==> src/rtl/timer_pkg.sv <==
`default_nettype none
// ============================================================================
// timer_pkg: shared types and constants for the microwave timer setter.
// Revision: 1.0
// ============================================================================
package timer_pkg;

  typedef enum logic [1:0] {
    ST_IDLE  = 2'd0,
    ST_ENTRY = 2'd1,
    ST_LOAD  = 2'd2,
    ST_RUN   = 2'd3
  } state_e;

  typedef logic [3:0] bcd_t;

  localparam bcd_t           BCD_MAX           = 4'd9;
  localparam bcd_t           SEC_TENS_MAX      = 4'd5;
  localparam logic [7:0]     QUICK_SEC_DEFAULT = 8'h30;

endpackage
`default_nettype wire

==> src/rtl/digit_shift_reg.sv <==
`default_nettype none
// ============================================================================
// digit_shift_reg: NDIG x 4-bit BCD entry buffer with shift-in, clear and
// parallel load; new digits enter digit0, the top digit falls off.
// Revision: 1.0
// ============================================================================
module digit_shift_reg
  import timer_pkg::*;
#(
  parameter int NDIG = 4
) (
  input  logic              clk,
  input  logic              clr,
  input  logic              i_clear,
  input  logic              i_shift,
  input  bcd_t              i_digit,
  input  logic              i_load,
  input  logic [4*NDIG-1:0] i_load_val,
  output logic [4*NDIG-1:0] o_digits
);

  localparam int BUF_W = 4 * NDIG;

  logic [BUF_W-1:0] r_digits;

  always_ff @(posedge clk or posedge clr) begin
    if (clr) begin
      r_digits <= '0;
    end else if (i_clear) begin
      r_digits <= '0;
    end else if (i_load) begin
      r_digits <= i_load_val;
    end else if (i_shift) begin
      r_digits <= {r_digits[BUF_W-5:0], i_digit};
    end
  end

  assign o_digits = r_digits;

endmodule
`default_nettype wire

==> src/rtl/timer_setter.sv <==
`default_nettype none
// ============================================================================
// timer_setter: collects keypad digits into an MM:SS BCD buffer, loads the
// countdown chain and gates its enable with the 1 Hz tick until zero/cancel.
// Optional feature macro: TIMER_QUICK_START_EN (quick start / +30 s).
// Revision: 1.0
// ============================================================================
module timer_setter
  import timer_pkg::*;
#(
  parameter int NDIG = 4
`ifdef TIMER_QUICK_START_EN
  ,
  parameter logic [7:0] QUICK_SEC = QUICK_SEC_DEFAULT
`endif
) (
  input  logic              clk,
  input  logic              clr,
  input  logic              key_valid,
  input  logic [3:0]        key_code,
  input  logic              start,
  input  logic              cancel,
  input  logic              tick_1hz,
  input  logic              timer_zero,
  output logic [4*NDIG-1:0] data,
  output logic              loadn,
  output logic              cnt_en,
  output logic              running,
  output logic              done,
  output logic              err
);

  localparam int BUF_W = 4 * NDIG;

  state_e           r_state;
  state_e           w_state_nxt;
  logic [BUF_W-1:0] w_buf;
  logic [BUF_W-1:0] w_load_val;
  logic [BUF_W-1:0] r_data;
  logic             w_buf_clear;
  logic             w_buf_shift;
  logic             w_buf_load;
  logic             w_data_load;
  logic             w_err_nxt;
  logic             w_done_nxt;
  logic             r_run_first;
  logic             r_done;
  logic             r_err;
  logic             w_key_ok;
  bcd_t             w_sec_tens;

  assign w_key_ok   = key_valid && (key_code <= BCD_MAX);
  assign w_sec_tens = w_buf[7:4];

`ifdef TIMER_QUICK_START_EN
  localparam logic [BUF_W-1:0] QUICK_EXT = BUF_W'(QUICK_SEC);

  logic [BUF_W-1:0] w_sum;
  logic [4:0]       w_dsum;
  logic             w_carry;

  // Digit-serial BCD add; the seconds-tens digit wraps at 6, overflow saturates.
  always_comb begin
    w_sum   = '0;
    w_dsum  = '0;
    w_carry = 1'b0;
    for (int i = 0; i < NDIG; i++) begin
      w_dsum = {1'b0, w_buf[4*i +: 4]} + {1'b0, QUICK_EXT[4*i +: 4]} + {4'd0, w_carry};
      if (i == 1) begin
        w_carry = (w_dsum > {1'b0, SEC_TENS_MAX});
        if (w_carry) w_dsum = w_dsum - 5'd6;
      end else begin
        w_carry = (w_dsum > {1'b0, BCD_MAX});
        if (w_carry) w_dsum = w_dsum - 5'd10;
      end
      w_sum[4*i +: 4] = w_dsum[3:0];
    end
    if (w_carry) begin
      for (int i = 0; i < NDIG; i++) begin
        w_sum[4*i +: 4] = (i == 1) ? SEC_TENS_MAX : BCD_MAX;
      end
    end
  end
`endif

  digit_shift_reg #(
    .NDIG (NDIG)
  ) u_digit_shift_reg (
    .clk        (clk),
    .clr        (clr),
    .i_clear    (w_buf_clear),
    .i_shift    (w_buf_shift),
    .i_digit    (key_code),
    .i_load     (w_buf_load),
    .i_load_val (w_load_val),
    .o_digits   (w_buf)
  );

  always_comb begin
    w_state_nxt = r_state;
    w_buf_clear = 1'b0;
    w_buf_shift = 1'b0;
    w_buf_load  = 1'b0;
    w_data_load = 1'b0;
    w_err_nxt   = 1'b0;
    w_done_nxt  = 1'b0;
    w_load_val  = w_buf;
    if (cancel) begin
      w_buf_clear = 1'b1;
      w_state_nxt = ST_IDLE;
    end else begin
      case (r_state)
        ST_IDLE: begin
          if (start) begin
`ifdef TIMER_QUICK_START_EN
            w_load_val  = QUICK_EXT;
            w_buf_load  = 1'b1;
            w_data_load = 1'b1;
            w_state_nxt = ST_LOAD;
`else
            w_err_nxt   = 1'b1;
`endif
          end else if (w_key_ok) begin
            w_buf_shift = 1'b1;
            w_state_nxt = ST_ENTRY;
          end
        end
        ST_ENTRY: begin
          if (start) begin
            if (w_sec_tens > SEC_TENS_MAX) begin
              w_err_nxt   = 1'b1;
            end else begin
              w_data_load = 1'b1;
              w_state_nxt = ST_LOAD;
            end
          end else if (w_key_ok) begin
            w_buf_shift = 1'b1;
          end
        end
        ST_LOAD: begin
          w_state_nxt = ST_RUN;
        end
        ST_RUN: begin
          // The zero flag is stale in the first RUN cycle, the load edge just updated it.
          if (!r_run_first && timer_zero) begin
            w_done_nxt  = 1'b1;
            w_buf_clear = 1'b1;
            w_state_nxt = ST_IDLE;
          end
`ifdef TIMER_QUICK_START_EN
          else if (start) begin
            w_load_val  = w_sum;
            w_buf_load  = 1'b1;
            w_data_load = 1'b1;
            w_state_nxt = ST_LOAD;
          end
`endif
        end
        default: w_state_nxt = ST_IDLE;
      endcase
    end
  end

  always_ff @(posedge clk or posedge clr) begin
    if (clr) begin
      r_state <= ST_IDLE;
    end else begin
      r_state <= w_state_nxt;
    end
  end

  always_ff @(posedge clk or posedge clr) begin
    if (clr) begin
      r_data      <= '0;
      r_run_first <= 1'b0;
      r_done      <= 1'b0;
      r_err       <= 1'b0;
    end else begin
      if (w_data_load) r_data <= w_load_val;
      r_run_first <= (r_state == ST_LOAD);
      r_done      <= w_done_nxt;
      r_err       <= w_err_nxt;
    end
  end

  assign data    = r_data;
  assign loadn   = (r_state != ST_LOAD);
  assign running = (r_state == ST_RUN);
  assign cnt_en  = running & tick_1hz;
  assign done    = r_done;
  assign err     = r_err;

endmodule
`default_nettype wire

==> config.mk <==
export PLATFORM = sky130hd
export DESIGN_NAME = timer_setter
export DESIGN_NICKNAME = d
export VERILOG_FILES = /design/src/rtl/timer_pkg.sv /design/src/rtl/digit_shift_reg.sv /design/src/rtl/timer_setter.sv
export SDC_FILE = /design/constraint.sdc
export NUM_CORES = 1
export LEC_CHECK = 0
export CAP_MARGIN = 0
export CORE_MARGIN = 4
export CORE_UTILIZATION = 54
export CTS_CLUSTER_DIAMETER = 200
export DETAILED_ROUTE_END_ITERATION = 10
export HOLD_SLACK_MARGIN = 0.06
export PLACE_DENSITY_LB_ADDON = 0.05
export SYNTH_ARGS = -nofsm -noshare
export SYNTH_HDL_FRONTEND = slang
export SYNTH_SLANG_ARGS = --single-unit
==> constraint.sdc <==
create_clock -name clk -period 4.6 [get_ports clk]
set_clock_uncertainty 0.15 [all_clocks]
set_input_delay 0.69 -clock clk [delete_from_list [all_inputs] [get_ports clk]]
set_output_delay 0.69 -clock clk [all_outputs]
set_load 0.01 [all_outputs]
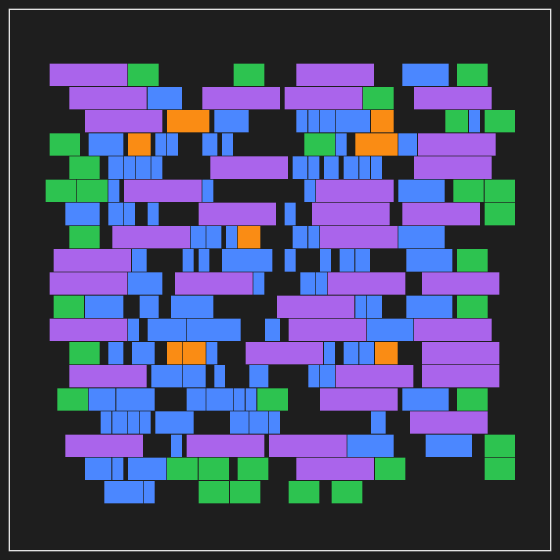
(run_1/placement_by_type.png)
- clock drivers and dummy loads: orange (cells 8; share of their area 3.5%)
- combinational and other logic: blue (cells 100; share of their area 34%)
- remaining buffers and delay cells: green (cells 32; share of their area 16%)
- sequential cells: purple (cells 37; share of their area 46%)

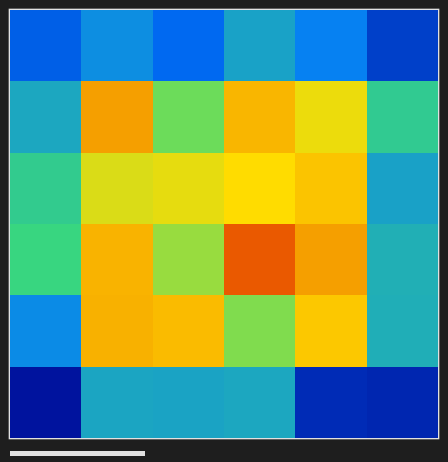
(run_1/cell_density.png)
Scale bar: 20 um. 6 x 6 tiles, from dark blue (low) to red (high), 0 to 100% covered.
- fullest tile: 90%
- mean over tiles: 50%
- emptiest ninth of the die: bottom right
Layout Utilization: 71.4%
Starting Density: 58.1%
core box area: 2850 um^2

==> flow_summary_export.csv, run 1 <==
group,metric,value,unit
detailed_routing,met3_length,164,um
final_timing,worst_slew_pin_slew,656,ps
final_timing,fin_ws,1970,ps
detailed_routing,m1WireLength,1240,um
pwr,p_leak,0.932,nW
finish,area_dominant_class,"sequential cells",
synthesis,yosys.area.top_type,"dfrtp_1",
global_routing,grt-ovfl-total,0,
final_timing,tns,0,ps
finish,antenna_cells,0,
clock_network,cts-hold-fix-buffers,0,
final_timing,min_period,2630,ps
pwr,power_leader,"registers",
place,hpwl,2040,um
pwr,combPwrFrac,24.9,%
floorplanning,rows,19,
place,gp_congestion,0.809,
worst_setup_path,cp_max_fo,1,
clock_network,cts.sinks,37,
final_timing,finalHoldViolCount,0,
detailed_routing,maxUsedRoutingLayer,"met4",
min_path,min_path_type,"flop to flop",
worst_setup_path,crit_top_cell,"clkdlybuf4s50_1",
finish,combGateArea,657,um^2
worst_setup_path,critPathCapture,"cnt_en",
synthesis,ys_ff,37,
worst_setup_path,cp_slowest_cell,"clkdlybuf4s50_1",
clock_network,numCtsBuffers,5,
floorplanning,die_y,63.4,um
synthesis,synthesis.area,1660,um^2
detailed_routing,first_pass_iters,4,
worst_setup_path,cp-end-kind,"output port",
global_routing,grt_pass1_vias,1179,
min_path,hold_depth,1,
final_timing,period_used_share,57.2,%
detailed_routing,via_per_inst,5.42,
synthesis,ys_warn_count,0,
run,drv_cap,0,
detailed_routing,post-route-drc-count,0,
finish,drive_gt1_share,16.4,%
worst_setup_path,crit_family,"buffers and inverters",
finish,final_cell_area,2040,um^2
synthesis,synth_top_area_share,55.9,%
final_timing,relSlewSlack,56.2,%
clock_network,postCtsSetupRepairBufs,0,
finish,fin_nets,192,
final_timing,setup_viol,0,
place,port-buffer-count,31,
finish,buffers,32,
detailed_routing,routed_wl,2890,um
synthesis,synth_seq_share,55.9,%
detailed_routing,route.vias.total,1127,
finish,clkbuf_count,7,
synthesis,synthFlopType,"dfrtp_1",
synthesis,synth-xor-area-share,0,%
floorplanning,taps,31,
synthesis,synthArstFlopShare,100,%
pwr,p_seq_share,49.1,%
pwr,power.share.switching,30.0,%
pwr,power_clock,0.193,mW
worst_setup_path,r2r_slack,2650,ps
finish,lay_top_count,"dfrtp_1",
final_timing,rsz0062_at_grt,"no",
global_routing,grt_start_max_net_pins,38,
finish,bufAreaShareNonClock,15.6,%
floorplanning,dieArea,4020,um^2
clock_network,cts_tree,"yes",
detailed_routing,met2_length,1470,um
status,status,"finished clean",
min_path,worstHoldStart,"data[7]",
synthesis,synth-simple-area-share,11.9,%
synthesis,synth_cell_types,25,
finish,seq_share,45.5,%
worst_setup_path,worstPathRequired,3760,ps
finish,sh_comb_area,32.3,%
pwr,seq_power,0.365,mW
synthesis,common_cells,"37 x dfrtp_1, 29 x nand2_1, 16 x a21oi_1",
floorplanning,ios,32,
final_timing,drv_slew,0,
min_path,min_to,"data[7]",
worst_setup_path,cp.buffers_inverters,2,
run,warnings,30,
synthesis,ys_cells,143,
finish,inv_count,7,
global_routing,grt_pass1_wl,5290,um
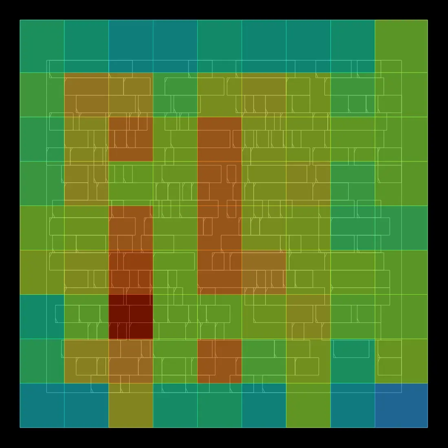
(run_1/congestion.png)
M2 GR Usage: 27.6%
Tot GR Track Use: 16.8%
met1 Use GR: 20.2%
GR peak layer: met2
WL/cell: 13.9 um

==> run_1/sizes.png <==
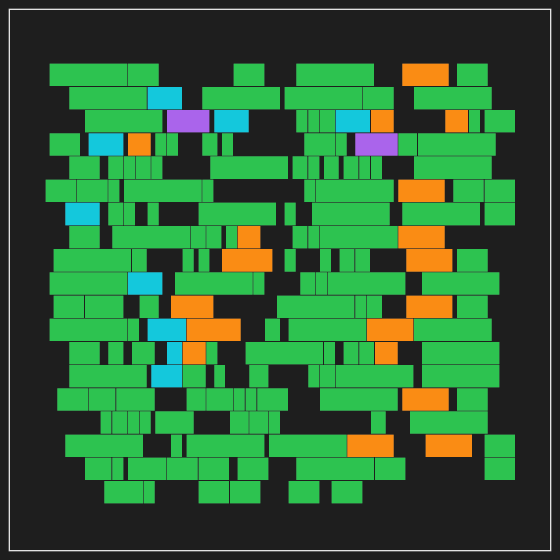

==> run 2: changes to the inputs <==
--- a/config.mk
+++ b/config.mk
@@ -7,7 +7,7 @@
 export LEC_CHECK = 0
 export CAP_MARGIN = 0
 export CORE_MARGIN = 4
-export CORE_UTILIZATION = 54
+export CORE_UTILIZATION = 46
 export CTS_CLUSTER_DIAMETER = 200
 export DETAILED_ROUTE_END_ITERATION = 10
 export HOLD_SLACK_MARGIN = 0.06
==> constraint.sdc (replaced) <==
create_clock -name clk -period 2.25 [get_ports clk]
set_clock_uncertainty 0.15 [all_clocks]
set_input_delay 0.3375 -clock clk [delete_from_list [all_inputs] [get_ports clk]]
set_output_delay 0.3375 -clock clk [all_outputs]
set_load 0.01 [all_outputs]
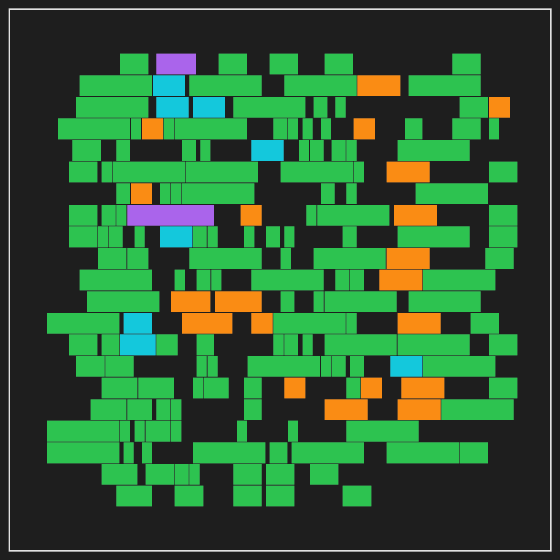
(run_2/sizes.png)
- _2 cells: cyan (cells 8; most used mux2_2)
- _6 and larger: purple (cells 2)
- _3 and _4 cells: orange (cells 20; most used mux2_4)
- _0 and _1 cells: green (cells 149; most used dfrtp_1)

==> run 2 against run 1 <==
Compared with the run above:
- sequential cell count did not move
- via count fell by 0.18%
- sequential share of layout area fell by 1.1 points
- worst hold slack got worse by 110 ps
- critical path type is now flop to output port
- largest cell class unchanged
- largest power group unchanged
==> flow_summary_export.csv, run 2 <==
group,metric,value,unit
finish,antenna_cells,0,
detailed_routing,maxUsedRoutingLayer,"met4",
floorplanning,core_util_floorplan,48.5,%
worst_setup_path,cp-end-kind,"output port",
synthesis,synthArstFlopShare,100,%
clock_network,cts_resized,0,
place,port-buffer-count,31,
detailed_routing,m1WireLength,1320,um
detailed_routing,met2_length,1420,um
worst_setup_path,crit_top_cell,"inv_1",
pwr,power_clock,0.482,mW
detailed_routing,post-route-drc-count,0,
place,pre_cts_ws,194,ps
synthesis,synth_top_area_share,55.9,%
global_routing,grtUsageMet2,24.5,%
global_routing,grt_start_max_net_pins,38,
finish,bufAreaShareNonClock,16.0,%
clock_network,cts_tree,"yes",
synthesis,synthesis.area,1660,um^2
place,hpwl,2110,um
finish,inv_count,7,
clock_network,cts.clk_slew.worst_paths,110,ps
synthesis,yosys.area.top_type,"dfrtp_1",
synthesis,syn_nets,159,
finish,lay_top_count,"dfrtp_1",
pwr,combPwrFrac,23.8,%
finish,area_delta_synth_final,25.8,%
finish,area_dominant_class,"sequential cells",
synthesis,topCombFamilyByArea,"multiplexers",
synthesis,synth.area.mux_share,12.2,%
min_path,min_path_type,"primary input to async pin",
worst_setup_path,r2r-end,"u_digit_shift_reg.o_digits[13]",
worst_setup_path,cp.buffers_inverters,3,
finish,drive_gt1_share,16.8,%
synthesis,ys_cells,143,
final_timing,drv_slew,0,
pwr,p_clk_share,29.9,%
pwr,power.share.switching,28.5,%
final_timing,tns,0,ps
clock_network,postCtsSetupRepairBufs,0,
final_timing,max_freq,0.467,GHz
status,status,"finished clean",
pwr,vdd_drop_max,0.481,mV
synthesis,syn_area_per_cell,11.6,um^2
final_timing,setup_viol,0,
final_timing,period_used_share,95.1,%
finish,final_cell_mix,"37 x dfrtp_1, 31 x clkdlybuf4s50_1, 29 x nand2_1",
finish,instances_no_fill,225,
pwr,power.internal,1.15,mW
detailed_routing,route.vias.total,1125,
finish,final_cell_area,2080,um^2
synthesis,synth-xor-area-share,0,%
run,warnings,30,
synthesis,synth-simple-area-share,11.9,%
worst_setup_path,r2r_slack,330,ps
pwr,powerComb,0.383,mW
finish,clkbuf_count,7,
finish,sh_comb_area,31.5,%
pwr,p_seq_share,46.2,%
finish,buffers,34,
worst_setup_path,cp_max_fo,4,
place,gp_congestion,0.820,
worst_setup_path,max_stage_delay,520,ps
synthesis,synth_seq_share,55.9,%
detailed_routing,drt-wirelength-per-cell,13.3,um
finish,num-fill-cells,304,
worst_setup_path,critPathCapture,"loadn",
worst_setup_path,critical_path_depth,4,
global_routing,use_met1,17.3,%
finish,clockNetworkAreaShare,4.08,%
global_routing,track_usage,15.0,%
global_routing,grt_pass1_wl,5110,um
worst_setup_path,cp.arrival,1650,ps
clock_network,cts.sinks,37,
final_timing,relSlewSlack,54.8,%
finish,logic_gates,93,
detailed_routing,via_per_inst,5.00,
final_timing,fin_hold_ws,244,ps
worst_setup_path,crit_path_start_kind,"flop",
floorplanning,die_y,68.0,um
synthesis,synthFlopType,"dfrtp_1",
final_timing,fin_ws,111,ps
pwr,switchingPower,0.459,mW
final_timing,min_period,2140,ps
global_routing,antenna_found_initial,0,
global_routing,top_usage_layer,"met2",
synthesis,ys_area,1660,um^2
global_routing,met3_usage,5.09,%
synthesis,synth_cell_types,25,
finish,seq_share,44.4,%
clock_network,cts-hold-fix-buffers,0,
clock_network,ctsLongestPathBuffers,2,
synthesis,ys_warn_count,0,
final_timing,finalHoldViolCount,0,
pwr,p_leak,0.946,nW
clock_network,clk_latency,340,ps
synthesis,netlist_instances,143,
final_timing,rsz0062_at_grt,"no",
worst_setup_path,path_class,"flop to output port",
floorplanning,fp.coreArea,3420,um^2
worst_setup_path,r2r_cells,5,
synthesis,synth_dominant_cell_count,"dfrtp_1",
synthesis,area_leaders,"dfrtp_1 56%, mux2_4 8.2%, nand2_1 6.6%",
clock_network,numCtsBuffers,5,
global_routing,grt-ovfl-total,0,
pwr,power_leader,"registers",
worst_setup_path,worstSetupStartpoint,"r_state[0]",
synthesis,synth_adder_area_share,3.78,%
synthesis,common_cells,"37 x dfrtp_1, 29 x nand2_1, 16 x a21oi_1",
worst_setup_path,worstPathRequired,1760,ps
worst_setup_path,cp_slowest_cell,"clkdlybuf4s50_1",
pwr,seq_power,0.744,mW
detailed_routing,first_pass_iters,4,
global_routing,grt_pass1_vias,1157,
detailed_routing,routed_wl,2980,um
place,place_area,2000,um^2
detailed_routing,met3_length,183,um
pwr,p_total,1.61,mW
floorplanning,taps,46,
finish,combGateArea,657,um^2
finish,post-route-util,61.0,%
synthesis,synth-edff-count,0,
synthesis,ys_ff,37,
floorplanning,ios,32,
floorplanning,rows,21,
pwr,powerDensity,772,nW/um^2
finish,fin_nets,194,
floorplanning,dieArea,4630,um^2
run,drv_cap,0,
final_timing,worst_slew_pin_slew,677,ps
worst_setup_path,crit_family,"buffers and inverters",
Power is estimated from default activity; no workload was simulated.
